File: src/rtl/conv_enc_stream.sv
// Streaming rate-1/N convolutional encoder with run-time K, N and generator taps.
// Optional zero-tail termination, one-deep registered output stage with backpressure.
module conv_enc_stream #(
  parameter int MAX_K = 9,
  parameter int MAX_N = 4
) (
  input  logic                        sys_clk,
  input  logic                        rst,
  input  logic [3:0]                  i_constr_len,
  input  logic [2:0]                  i_code_rate,
  input  logic [MAX_N-1:0][MAX_K-1:0] i_gen_poly,
  input  logic                        i_term_mode,
  input  logic                        i_valid,
  input  logic                        i_bit,
  input  logic                        i_last,
  output logic                        o_ready,
  output logic                        o_valid,
  output logic [MAX_N-1:0]            o_data,
  output logic                        o_last,
  input  logic                        i_ready,
  output logic                        o_busy,
  output logic                        o_cfg_err
);

  localparam int CW = $clog2(MAX_K);

  typedef enum logic [1:0] {IDLE, ENC, FLUSH, DROP} state_e;

  state_e                      state_q, state_d;
  logic [3:0]                  k_q, k_d;
  logic [2:0]                  n_q, n_d;
  logic [MAX_N-1:0][MAX_K-1:0] poly_q, poly_d;
  logic                        term_q, term_d;
  logic [MAX_K-2:0]            sr_q, sr_d;
  logic [CW-1:0]               cnt_q, cnt_d;
  logic                        vld_q, vld_d;
  logic [MAX_N-1:0]            data_q, data_d;
  logic                        last_q, last_d;
  logic                        err_q, err_d;

  logic [3:0]                  enc_k;
  logic [2:0]                  enc_n;
  logic [MAX_N-1:0][MAX_K-1:0] enc_poly;
  logic                        enc_bit;
  logic [MAX_K-1:0]            taps, kmask;
  logic [MAX_N-1:0]            enc_data;
  logic [MAX_K-2:0]            sr_shift;
  logic                        cfg_ok, out_free, accept, load, ld_last;

  // In IDLE the first bit is encoded with the live configuration, later bits with the latched copy.
  always_comb begin
    enc_k    = (state_q == IDLE) ? i_constr_len : k_q;
    enc_n    = (state_q == IDLE) ? i_code_rate  : n_q;
    enc_poly = (state_q == IDLE) ? i_gen_poly   : poly_q;
    enc_bit  = (state_q == FLUSH) ? 1'b0 : i_bit;
    taps     = {sr_q, enc_bit};
    sr_shift = {sr_q[MAX_K-3:0], enc_bit};
    for (int unsigned i = 0; i < MAX_K; i++) kmask[i] = (i < 32'(enc_k));
    for (int unsigned j = 0; j < MAX_N; j++)
      enc_data[j] = (j < 32'(enc_n)) & (^(enc_poly[j] & taps & kmask));
    cfg_ok = (i_constr_len >= 4'd3) && (32'(i_constr_len) <= MAX_K) &&
             (i_code_rate >= 3'd2) && (32'(i_code_rate) <= MAX_N);
  end

  always_ff @(posedge sys_clk or posedge rst) begin
    if (rst) begin
      state_q <= IDLE;
      k_q     <= '0;
      n_q     <= '0;
      poly_q  <= '0;
      term_q  <= 1'b0;
      sr_q    <= '0;
      cnt_q   <= '0;
      vld_q   <= 1'b0;
      data_q  <= '0;
      last_q  <= 1'b0;
      err_q   <= 1'b0;
    end else begin
      state_q <= state_d;
      k_q     <= k_d;
      n_q     <= n_d;
      poly_q  <= poly_d;
      term_q  <= term_d;
      sr_q    <= sr_d;
      cnt_q   <= cnt_d;
      vld_q   <= vld_d;
      data_q  <= data_d;
      last_q  <= last_d;
      err_q   <= err_d;
    end
  end

  always_comb begin
    state_d = state_q;
    k_d     = k_q;
    n_d     = n_q;
    poly_d  = poly_q;
    term_d  = term_q;
    sr_d    = sr_q;
    cnt_d   = cnt_q;
    vld_d   = vld_q && !i_ready;
    data_d  = data_q;
    last_d  = last_q;
    err_d   = 1'b0;
    load    = 1'b0;
    ld_last = 1'b0;
    case (state_q)
      IDLE: if (accept) begin
        if (!cfg_ok) begin
          err_d = 1'b1;
          if (!i_last) state_d = DROP;
        end else begin
          k_d    = i_constr_len;
          n_d    = i_code_rate;
          poly_d = i_gen_poly;
          term_d = i_term_mode;
          load   = 1'b1;
          sr_d   = sr_shift;
          if (!i_last) state_d = ENC;
          else if (i_term_mode) begin
            state_d = FLUSH;
            cnt_d   = CW'(i_constr_len - 4'd1);
          end else begin
            ld_last = 1'b1;
            sr_d    = '0;
          end
        end
      end
      ENC: if (accept) begin
        load = 1'b1;
        sr_d = sr_shift;
        if (i_last) begin
          if (term_q) begin
            state_d = FLUSH;
            cnt_d   = CW'(k_q - 4'd1);
          end else begin
            state_d = IDLE;
            ld_last = 1'b1;
            sr_d    = '0;
          end
        end
      end
      FLUSH: if (out_free) begin
        load  = 1'b1;
        sr_d  = sr_shift;
        cnt_d = cnt_q - CW'(1);
        if (cnt_q == CW'(1)) begin
          state_d = IDLE;
          ld_last = 1'b1;
          sr_d    = '0;
        end
      end
      DROP: if (accept && i_last) state_d = IDLE;
      default: state_d = IDLE;
    endcase
    if (load) begin
      vld_d  = 1'b1;
      data_d = enc_data;
      last_d = ld_last;
    end
  end

  always_comb begin
    out_free  = !vld_q || i_ready;
    o_ready   = !rst && (state_q != FLUSH) && out_free;
    accept    = i_valid && o_ready;
    o_busy    = (state_q != IDLE);
    o_valid   = vld_q;
    o_data    = data_q;
    o_last    = last_q;
    o_cfg_err = err_q;
  end

endmodule

File: config.mk
export PLATFORM = sky130hd
export DESIGN_NAME = conv_enc_stream
export DESIGN_NICKNAME = d
export VERILOG_FILES = /design/src/rtl/conv_enc_stream.sv
export SDC_FILE = /design/constraint.sdc
export NUM_CORES = 1
export LEC_CHECK = 0
export CORE_UTILIZATION = 40
export CTS_CLUSTER_DIAMETER = 40
export DETAILED_ROUTE_END_ITERATION = 10
export PLACE_DENSITY = 0.74
export SLEW_MARGIN = 25
export SYNTH_ARGS = -nofsm -noshare
export SYNTH_HDL_FRONTEND = slang
export SYNTH_SLANG_ARGS = --single-unit
File: constraint.sdc
create_clock -name sys_clk -period 2.48 [get_ports sys_clk]
set_clock_uncertainty 0.05 [all_clocks]
set_input_delay 0.372 -clock sys_clk [delete_from_list [all_inputs] [get_ports sys_clk]]
set_output_delay 0.372 -clock sys_clk [all_outputs]
set_load 0.01 [all_outputs]
==> flow_summary_export.csv <==
group,metric,value,unit
worst_setup_path,crit_required,2680,ps
worst_setup_path,path_buffers,2,
worst_setup_path,crit_type,"register to register",
yosys,syn_area,4220,sq um
clock_tree,cts_hold_buf,0,
layout,drive_gt1_frac,0.294,
clock_tree,numCtsBuffers,9,
timing,setup_tns,-58.1,ps
worst_setup_path,crit_cells,9,
placed_design,place_inst,639,
timing,setup_ws,-58.1,ps
clock_tree,cts_tree,"built",
timing,hold_violations,0,
placed_design,place_area,5230,sq um
timing,maxSlewViolCount,0,
timing,setup_viol,1,
detailed_routing,drc,0,
pwr,peakVddDrop,0.529,mV
yosys,netlist_instances,416,
worst_setup_path,cp-start-kind,"register",
yosys,top_cell,"dfrtp_1",
floorplanning,fp.dieW,105,um
clock_tree,cts_buffer_depth,2,
status,status,"finished, violations left",
worst_setup_path,r2r_cells,9,
timing,worst-slew-pin-transition,846,ps
layout,finalNetCount,574,
floorplanning,dieArea,11000,sq um
yosys,top_area_frac,0.385,
min_path,hold_path_depth,2,
timing,whs,430,ps
status,violations,"setup timing",
clock_tree,clock-sinks,65,
timing,rsz0062_at_grt,"yes",
min_path,min_from,"o_last",
==> per-layer routing <==
layer,share of wire,vias to the layer above
met1,0.44,1665
li1,-,1675
met5,0,-
met2,0.49,81
met4,0.016,0
met3,0.054,16
==> placed cells by master (no fill, tap or decap), types with 10 or more instances in the layout <==
| cell type | n |
|---|---|
| dfrtp_1 | 65 |
| clkdlybuf4s50_1 | 56 |
| mux2_2 | 52 |
| buf_4 | 52 |
| nand2_1 | 45 |
| mux2i_1 | 22 |
| inv_1 | 19 |
| xnor2_1 | 19 |
| nor2_1 | 16 |
| o21ai_0 | 15 |
| nand3_1 | 14 |
| a21oi_1 | 13 |
| nor3_1 | 10 |
==> how the worst max path moves through the flow <==
stage | startpoint | end
3_5_place_dp | i_constr_len[2] | o_data[0]
6_report | state_q[0] | o_data[3]
3_3_place_gp | i_constr_len[2] | o_data[0]
5_1_grt | state_q[0] | o_data[0]
4_1_cts | state_q[0] | o_data[3]
2_1_floorplan | state_q[0] | o_data[3]
==> power by group <==
part | internal [uW] | switching (uW)
sequential | 1520 | 358
combinational | 1830 | 1730
clock | 771 | 442
total | 4120 | 2530
==> repair_timing <==
item,4_1_cts,5_1_grt
gates resized,9,12
endpoints found under the setup margin,5,9
setup buffers,2,0
pin swaps,4,4
==> cell type report <==
class	instances	share of cell area
clock buffers	9	0.0221
clock inverters	7	0.0252
inverters	23	0.0165
multi-input cells	303	0.432
flip-flops and latches	65	0.290
well taps	136	0.0304
repair buffers	114	0.183
==> kinds of logic after synthesis <==
kind of cell,share of synthesized area
AND/OR/NAND/NOR,0.135
multiplexers,0.204
AND-OR/OR-AND,0.118
flip-flops,0.385
buffers and inverters,0.0628
XOR/XNOR,0.0720
adder cells (fa/ha/maj),0.0237
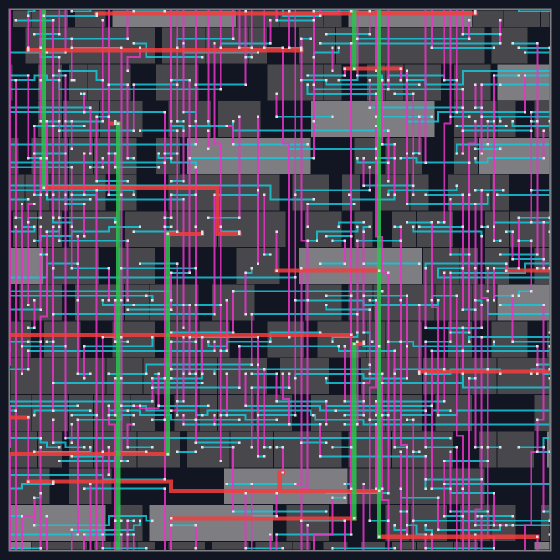
(layout detail)
Region (32, 32) to (72, 72) um. Cells in gray, sequential cells in the stronger gray; small squares are vias.
| layer | color |
|---|---|
| metal 3 | red |
| metal 4 | green |
| metal 1 | cyan |
| metal 2 | magenta |
most frequent: buf_4 (26), nand2_1 (12)
cells with their middle in the window: 135
netlist names of flops here include: poly_q (3), sr_q (3)
sequential cells in the window: 7

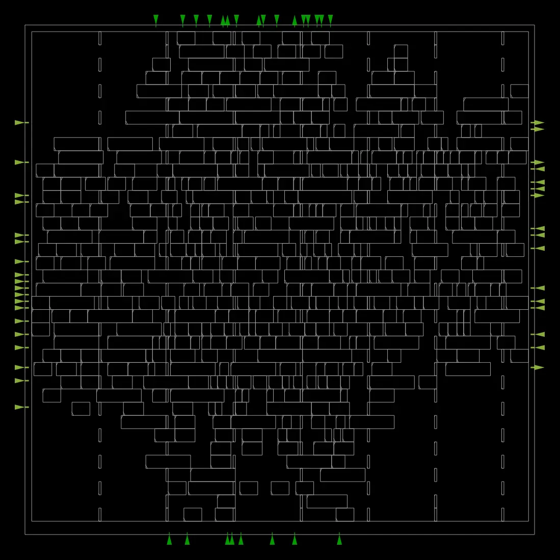
(cell placement)
row cnt: 37
core area: 10300 sq um
fraction of area in registers: 0.290
Tapcell Cnt: 136

Power is estimated from default activity; no workload was simulated.
